### config.mk
export PLATFORM = sky130hd
export DESIGN_NAME = conv_encoder
export DESIGN_NICKNAME = d
export VERILOG_FILES = /design/src/rtl/enc_pkg.sv /design/src/rtl/conv_parity.sv /design/src/rtl/conv_encoder.sv
export SDC_FILE = /design/constraint.sdc
export NUM_CORES = 1
export LEC_CHECK = 0
export CORE_ASPECT_RATIO = 1.4
export CORE_MARGIN = 10
export CORE_UTILIZATION = 46
export CTS_BUF_LIST = sky130_fd_sc_hd__clkbuf_4 sky130_fd_sc_hd__clkbuf_8 sky130_fd_sc_hd__clkbuf_16
export DETAILED_ROUTE_END_ITERATION = 12
export PLACE_DENSITY = 0.76
export SYNTH_ARGS = -nofsm -noshare
export SYNTH_HDL_FRONTEND = slang
export SYNTH_SLANG_ARGS = --single-unit
### constraint.sdc
create_clock -name clk -period 1.7 [get_ports clk]
set_input_delay 0.17 -clock clk [delete_from_list [all_inputs] [get_ports clk]]
set_output_delay 0.17 -clock clk [all_outputs]
set_load 0.01 [all_outputs]
### src/rtl/enc_pkg.sv
// -----------------------------------------------------------------------------
// enc_pkg
// Shared definitions for the rate-1/2 convolutional encoder and its matching
// Viterbi decoder: the encoder state encoding and the default code parameters.
// The decoder derives its trellis state width and output bit count from the
// same constants, so both ends of the link agree on the code.
//
// Configuration macro used by files importing this package: ENC_TAIL_EN
// (see conv_encoder.sv).
// -----------------------------------------------------------------------------
package enc_pkg;

   // Encoder control states.
   typedef enum logic [1:0] {
      IDLE = 2'd0,
      ENC  = 2'd1,
      TAIL = 2'd2,
      DONE = 2'd3
   } enc_state_t;

   // Default code: K=3, (7,5) octal generators, 8-bit frames.
   localparam int          ENC_K        = 3;
   localparam logic [2:0]  ENC_G0       = 3'b111;
   localparam logic [2:0]  ENC_G1       = 3'b101;
   localparam int          ENC_DATA_W   = 8;

   // Trellis state width (shift register length) and coded bits per input bit.
   localparam int          ENC_STATE_W  = ENC_K - 1;
   localparam int          ENC_OUT_BITS = 2;

endpackage : enc_pkg

### src/rtl/conv_parity.sv
// -----------------------------------------------------------------------------
// conv_parity
// Combinational parity of one generator polynomial over the encoder taps.
//
// Ports:
//   taps    in  K   {shreg, u}; bit 0 is the current input, bit i the input
//                   delayed i beats
//   poly    in  K   generator polynomial, same bit convention as taps
//   parity  out 1   XOR of (taps & poly)
// -----------------------------------------------------------------------------
module conv_parity #(
   parameter int K = 3
) (
   input  logic [K-1:0] taps,
   input  logic [K-1:0] poly,
   output logic         parity
);

   assign parity = ^(taps & poly);

endmodule : conv_parity

### src/rtl/conv_encoder.sv
// -----------------------------------------------------------------------------
// conv_encoder
// Rate-1/2 feed-forward convolutional encoder. Accepts one DATA_W-bit frame
// over a valid/ready handshake, then emits one 2-bit symbol per output
// handshake, frame LSB first. Every frame starts from trellis state 0.
//
// Build option:
//   ENC_TAIL_EN  when defined, K-1 zero tail symbols follow the data so the
//                trellis ends in state 0 (where the decoder's traceback
//                starts). When undefined the frame is DATA_W symbols.
//
// Ports:
//   clk      in   1       clock, rising edge
//   rst      in   1       asynchronous, active-low reset
//   i_valid  in   1       frame valid
//   i_data   in   DATA_W  frame bits, bit 0 encoded first
//   o_ready  out  1       encoder can take a frame (IDLE only)
//   o_valid  out  1       o_sym holds a valid symbol
//   i_ready  in   1       downstream accepts o_sym
//   o_sym    out  2       {c1,c0}; c1 from G0, c0 from G1; zero when !o_valid
//   o_last   out  1       o_sym is the final symbol of the frame
//   o_done   out  1       one-cycle pulse after the final symbol handshake
//
// Handshakes: a transfer happens on a rising edge where valid and ready are
// both high. Input side: i_valid/o_ready. Output side: o_valid/i_ready. While
// o_valid is high and i_ready low, o_sym/o_last and all state hold, so no
// symbol is dropped or repeated. o_valid never depends on i_ready.
// -----------------------------------------------------------------------------
module conv_encoder
   import enc_pkg::*;
#(
   parameter int           K      = ENC_K,
   parameter logic [K-1:0] G0     = K'(ENC_G0),
   parameter logic [K-1:0] G1     = K'(ENC_G1),
   parameter int           DATA_W = ENC_DATA_W
) (
   input  logic              clk,
   input  logic              rst,
   input  logic              i_valid,
   input  logic [DATA_W-1:0] i_data,
   output logic              o_ready,
   output logic              o_valid,
   input  logic              i_ready,
   output logic [1:0]        o_sym,
   output logic              o_last,
   output logic              o_done
);

`ifdef ENC_TAIL_EN
   localparam logic TAIL_EN = 1'b1;
`else
   localparam logic TAIL_EN = 1'b0;
`endif

   localparam int IDX_W  = $clog2(DATA_W);
   localparam int TCNT_W = $clog2(K);

   localparam logic [IDX_W-1:0]  IDX_LAST  = IDX_W'(DATA_W - 1);
   localparam logic [TCNT_W-1:0] TCNT_LAST = TCNT_W'(K - 2);

   // ---------------------------------------------------------------------------
   // State
   // ---------------------------------------------------------------------------
   enc_state_t         state, state_nxt;
   logic [DATA_W-1:0]  data_q;
   logic [K-2:0]       shreg;    // bit 0 = newest input (tap 1)
   logic [IDX_W-1:0]   idx;
   logic [TCNT_W-1:0]  tcnt;

   // ---------------------------------------------------------------------------
   // Datapath
   // ---------------------------------------------------------------------------
   logic         u;
   logic [K-1:0] taps;
   logic         c1, c0;
   logic         hs;
   logic         idx_at_last;
   logic         tcnt_at_last;

   // Current input bit: data bit during ENC, forced zero in TAIL (and idle).
   assign u    = (state == ENC) ? data_q[idx] : 1'b0;
   assign taps = {shreg, u};

   conv_parity #(.K(K)) u_parity_c1 (
      .taps   (taps),
      .poly   (G0),
      .parity (c1)
   );

   conv_parity #(.K(K)) u_parity_c0 (
      .taps   (taps),
      .poly   (G1),
      .parity (c0)
   );

   assign idx_at_last  = (idx == IDX_LAST);
   assign tcnt_at_last = (tcnt == TCNT_LAST);

   // ---------------------------------------------------------------------------
   // Outputs and next-state
   // ---------------------------------------------------------------------------
   always_comb begin
      state_nxt = state;
      o_ready   = 1'b0;
      o_valid   = 1'b0;
      o_last    = 1'b0;
      o_done    = 1'b0;
      o_sym     = 2'b00;

      case (state)
         IDLE: begin
            o_ready = 1'b1;
            if (i_valid) begin
               state_nxt = ENC;
            end
         end

         ENC: begin
            o_valid = 1'b1;
            o_sym   = {c1, c0};
            // Without a tail the last data beat ends the frame.
            o_last  = idx_at_last && !TAIL_EN;
            if (i_ready && idx_at_last) begin
               state_nxt = TAIL_EN ? TAIL : DONE;
            end
         end

         TAIL: begin
            o_valid = 1'b1;
            o_sym   = {c1, c0};
            o_last  = tcnt_at_last;
            if (i_ready && tcnt_at_last) begin
               state_nxt = DONE;
            end
         end

         DONE: begin
            o_done    = 1'b1;
            state_nxt = IDLE;
         end

         default: begin
            state_nxt = IDLE;
         end
      endcase
   end

   assign hs = o_valid && i_ready;

   // ---------------------------------------------------------------------------
   // Registers
   // ---------------------------------------------------------------------------
   always_ff @(posedge clk or negedge rst) begin
      if (!rst) begin
         state  <= IDLE;
         data_q <= '0;
         shreg  <= '0;
         idx    <= '0;
         tcnt   <= '0;
      end else begin
         state <= state_nxt;

         case (state)
            IDLE: begin
               if (i_valid) begin
                  data_q <= i_data;
                  shreg  <= '0;   // every frame starts in trellis state 0
                  idx    <= '0;
                  tcnt   <= '0;
               end
            end

            ENC: begin
               if (hs) begin
                  // Shift the current bit in as tap 1; oldest tap falls off.
                  shreg <= taps[K-2:0];
                  if (!idx_at_last) begin
                     idx <= idx + IDX_W'(1);
                  end
               end
            end

            TAIL: begin
               if (hs) begin
                  shreg <= taps[K-2:0];
                  if (!tcnt_at_last) begin
                     tcnt <= tcnt + TCNT_W'(1);
                  end
               end
            end

            default: begin
            end
         endcase
      end
   end

endmodule : conv_encoder

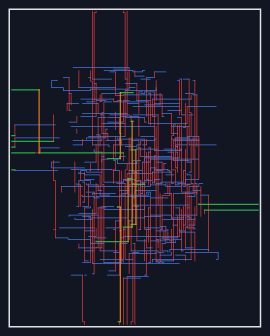
**Above:** run 1 (routed metal, one colour a layer).
Key: green = M3 [wire length 93.0 µm]; blue = M1 [wire length 1,010 µm]; orange = M4 [wire length 116 µm]; red = M2 [wire length 1,310 µm]
Final Routed Wirelength: 2.53 mm
Avg WL per Cell: 16.4 µm
routed vias: 856
GRT Resource Usage Total: 0.116

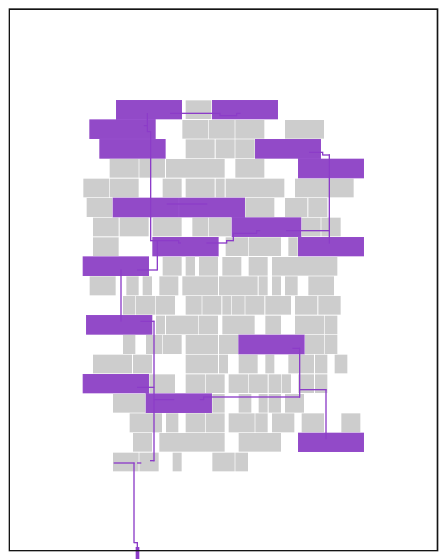
**Above:** run 1 (port wiring).
Key: purple = `rst` [bits 1, direction input, end cells 17, buffers 2, wire 158 µm]
# port buffers: 17
I/O pin count: 18

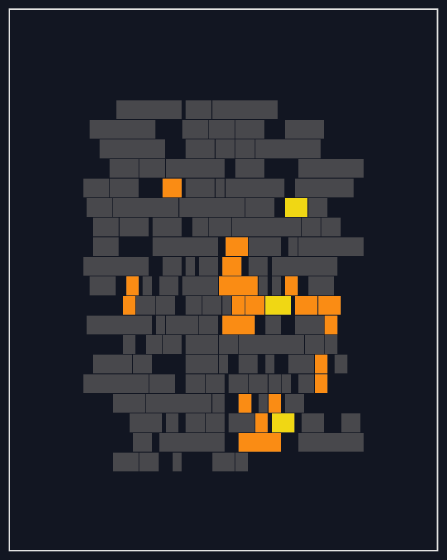
**Above:** run 1 (gate families picked out).
Key: orange = aoi and oai cells [cells 19]; yellow = non-inverting ao/oa cells [cells 3]
non-filler cells, final: 154
multi-input gate share of total cell area: 0.408

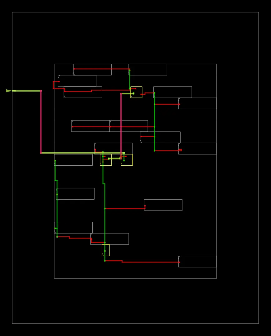
**Above:** run 1 (the clock network).
Flops: 17
clk pwr: 225 µW
Final Skew: 0.00232 ns
clk_lat worst skew: 0.29 ns

==> run_results.csv, run 1 <==
group,metric,value,unit
layout,sh_seq_area,0.291,
power_and_ir_drop,power.total,2.87,mW
power_and_ir_drop,power_report.internal_total,1.74,mW
place,dp_hpwl,1.93,mm
layout,diodes,0,
power_and_ir_drop,p_leak,0.676,nW
critical_path,worst_path_max_delay_cell,"dfrtp_2",
sta,period_needed,2.01,ns
synthesis,ys_types,27,
critical_path,path_cells,"mux4_2, mux2i_4, or3_1, a21oi_1, buf_2",
power_and_ir_drop,irDropWorstVdd,1.04,mV
synthesis,edf_count,0,
synthesis,syn_inst,86,
place,dp_slack,-0.514,ns
synthesis,top_logic_kind,"multiplexers",
critical_path,start_kind,"flop",
layout,drive_gt1_frac,0.444,
layout,nNonClkInverters,8,
global_route,grt_overflow_total,0,
synthesis,top_area_cell,"dfrtp_1",
critical_path,cp.buffers_inverters,1,
synthesis,synth-xor-area-share,0.00879,
critical_path,rr_endpoint,"state[1]",
place,post_dp_cell_area,1370,µm²
layout,lay_top_cells,"24 x buf_4, 16 x dfrtp_1, 11 x clkdlybuf4s50_1, 8 x mux2_2",
synthesis,yosysSeqAreaShare,0.427,
synthesis,synthTopCellsByArea,"dfrtp_1 43%, ha_1 10%, mux2_2 9.0%, mux4_1 5.3%, mux2i_1 4.0%",
place,place_inst,147,
synthesis,ys_cells,86,
critical_path,path_depth,5,
critical_path,ff2ff_setup_slack,-0.12,ns
floorplan,rows,19,
critical_path,rr_startpoint,"idx[1]",
critical_path,cp-end-kind,"primary output",
floorplan,die_width,59.3,µm
sta,period_used_share,1.18,
synthesis,synthMuxAreaShare,0.198,
layout,comb_area,597,µm²
layout,buffer_area_frac,0.242,
critical_path,crit_arrival,1.84,ns
layout,nNonClkBuffers,43,
global_route,grt_max_degree,18,
layout,biggestCellCategory,"combinational gates",
job,cap_violations,0,
clock_tree,cts_tree,"built",
synthesis,synth_flops,17,
critical_path,crit_path_end,"o_sym[1]",
sta,setup-tns-final,-0.953,ns
synthesis,syn_avg_cell_area,11.6,µm²
synthesis,top_cell,"dfrtp_1",
power_and_ir_drop,swShare,0.394,
sta,hold_slack,0.188,ns
floorplan,die_height,75.1,µm
sta,rsz0062_at_grt,"true",
route,via_per_inst,5.56,
clock_tree,cts.clk_slew.worst_paths,0.11,ns
layout,seq_area,427,µm²
layout,final_layout_top_logic_cell,"buf_4",
layout,logic_gates,61,
clock_tree,clock_sinks,17,
place,gp_congestion,0.790,
layout,clk_share,0.0188,
hold_path,hp-class,"primary input to asynchronous set/reset pin",
floorplan,dieArea,4450,µm²
layout,nFillCells,139,
power_and_ir_drop,comb_power_share,0.671,
sta,hold_viol,0,
global_route,grt_pass1_vias,951,
status,violations,"setup timing",
layout,clock_buffers,3,
synthesis,ys_async_sr_fraction,1.00,
sta,setup_violations,6,
synthesis,syn_area,996,µm²
synthesis,aoi_share,0.156,
power_and_ir_drop,p_clk_frac,0.079,
global_route,antenna_found_initial,0,
power_and_ir_drop,powerDensity,1960,nW/µm²
floorplan,nWellTaps,21,
clock_tree,cts-root-buf,"clkbuf_4",
synthesis,synth-adder-area-share,0.101,
synthesis,ys.flop_type,"dfrtp_1",
global_route,grt_pass1_wl,4.15,mm
synthesis,synth_top_area_share,0.427,
power_and_ir_drop,p_sw,1.13,mW
layout,area_growth,47.0,%
status,outcome,"complete, but fails checks",
route,drc,0,
sta,final.setup.worst_slack,-0.313,ns
synthesis,ys_chip_area,996,µm²
route,ant_nets,0,
[run 1: power groups by stage]
stage,combinational (mW),sequential (mW),clock [mW]
floorplan,0.877,0.709,0
global placement,1.58,0.705,0
detailed placement,1.67,0.713,0
CTS,1.79,0.717,0.234
global route,2.10,0.746,0.248
finish,1.93,0.717,0.225
[run 1: timing repair]
action	4_1_cts	5_1_grt
cloned	0	0
setup buffers	1	2
pin swaps	2	6
resized	29	13
setup endpoints to repair	10	13
[run 1: metal layers]
metal,global-route usage,share of wire,routed length (µm)
met4,0.0614,0.045,115
met2,0.197,0.52,1310
met1,0.130,0.40,1010
met3,0.0286,0.037,93
met5,0,0,0
[run 1: registers in the layout (all words and copies together), names as in the netlist]
| signal | count |
|---|---|
| data_q | 8 |
| idx | 3 |
| tcnt | 2 |
| state | 2 |
| shreg | 2 |
## Run 2: what changed since run 1
--- a/config.mk
+++ b/config.mk
@@ -5,6 +5,7 @@
 export SDC_FILE = /design/constraint.sdc
 export NUM_CORES = 1
 export LEC_CHECK = 0
+export ABC_CLOCK_PERIOD_IN_PS = 1700
 export CORE_ASPECT_RATIO = 1.4
 export CORE_MARGIN = 10
 export CORE_UTILIZATION = 46
==> run_results.csv, run 2 <==
group,metric,value,unit
clock_tree,cts.clk_slew.worst_paths,0.11,ns
status,outcome,"complete, but fails checks",
global_route,track_usage,0.116,
global_route,grt_max_degree,18,
synthesis,ys.flop_type,"dfrtp_1",
global_route,met3_usage,0.0286,
power_and_ir_drop,comb_power_share,0.671,
synthesis,synthTopCellsByArea,"dfrtp_1 43%, ha_1 10%, mux2_2 9.0%, mux4_1 5.3%, mux2i_1 4.0%",
power_and_ir_drop,p_sw,1.13,mW
critical_path,worst_path_max_delay_cell,"dfrtp_2",
place,portBuffers,17,
synthesis,ys_chip_area,996,µm²
clock_tree,cts_tree,"built",
route,ant_nets,0,
layout,largest_reg_flops,8,
layout,final_cells,154,
critical_path,start_kind,"flop",
synthesis,edf_count,0,
place,post_dp_cell_area,1370,µm²
floorplan,dieArea,4450,µm²
place,dp_slack,-0.514,ns
power_and_ir_drop,p_clk_frac,0.079,
sta,rsz0062_at_grt,"true",
route,wirelength,2.53,mm
status,violations,"setup timing",
route,top_layer,"met4",
job,cap_violations,0,
global_route,grt_pass1_vias,951,
synthesis,synthMuxAreaShare,0.198,
layout,drive_gt1_frac,0.444,
sta,final.setup.worst_slack,-0.313,ns
sta,hold_slack,0.188,ns
place,place_inst,147,
synthesis,synth-adder-area-share,0.101,
synthesis,ys_async_sr_fraction,1.00,
route,dr_wl_met3,93,µm
power_and_ir_drop,swShare,0.394,
sta,setup-tns-final,-0.953,ns
sta,setup_violations,6,
synthesis,ys_cells,86,
clock_tree,postCtsSetupBuffers,1,
global_route,antenna_found_initial,0,
synthesis,synth-xor-area-share,0.00879,
synthesis,aoi_share,0.156,
power_and_ir_drop,powerDensity,1960,nW/µm²
layout,lay_top_cells,"24 x buf_4, 16 x dfrtp_1, 11 x clkdlybuf4s50_1, 8 x mux2_2",
place,dp_hpwl,1.93,mm
route,drt-wirelength-per-cell,16.4,µm
synthesis,top_cell,"dfrtp_1",
layout,top_regs,"data_q (8), idx (3)",
sta,skew,0.00232,ns
route,dr_wl_met2,1.31,mm
global_route,grt_pass1_wl,4.15,mm
synthesis,synth_top_area_share,0.427,
run 2: cell counts after synthesis:
Identical to the previous run, type by type.
run 2: path summary, 6_finish.rpt:
path	start	endpoint	slack (ns)	cells after the start
setup / recovery	idx[1]	o_sym[1]	-0.31	5
hold / removal	rst	state[0]	0.19	2
setup reg to reg	idx[1]	state[1]	-0.12	9
hold reg to reg	data_q[5]	data_q[5]	0.51	1
max in group asynchronous	rst	idx[1]	1.30	2
min in group clk	i_data[0]	data_q[0]	0.48	2
run 2: final cells by class:
type / instances / area (µm²)
multi-input combinational: 61 / 597
fill: 139 / 557
sequential: 17 / 427
timing repair buffer: 43 / 354
inverter: 8 / 32.5
tap: 21 / 26.3
clock buffer: 3 / 22.5
clock inverter: 1 / 5.00
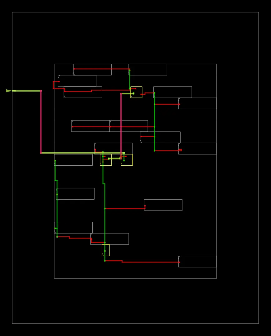
**Above:** run 2 (the clock network).
Clock Sinks: 17
clock buffers: 3
CTS buffer count: 3

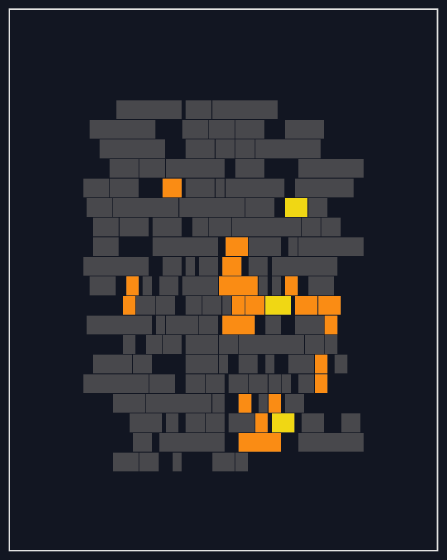
**Above:** run 2 (gate families picked out).
Key: orange = aoi and oai cells [cells 19]; yellow = non-inverting ao/oa cells [cells 3]
most numerous logic cell after layout: buf_4

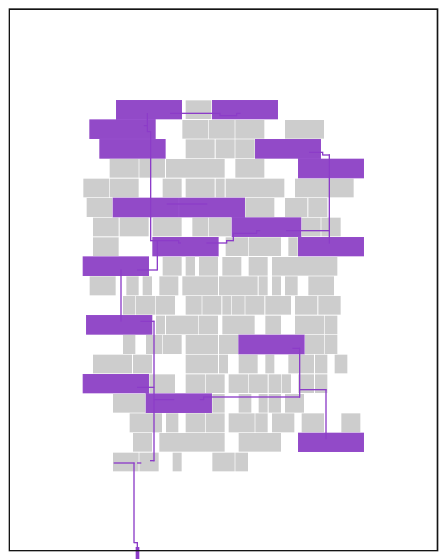
**Above:** run 2 (port wiring).
Key: purple = `rst` [bits 1, direction input, end cells 17, buffers 2, wire 158 µm]

Power figures rest on the tool's default switching activity, not on a simulated workload.
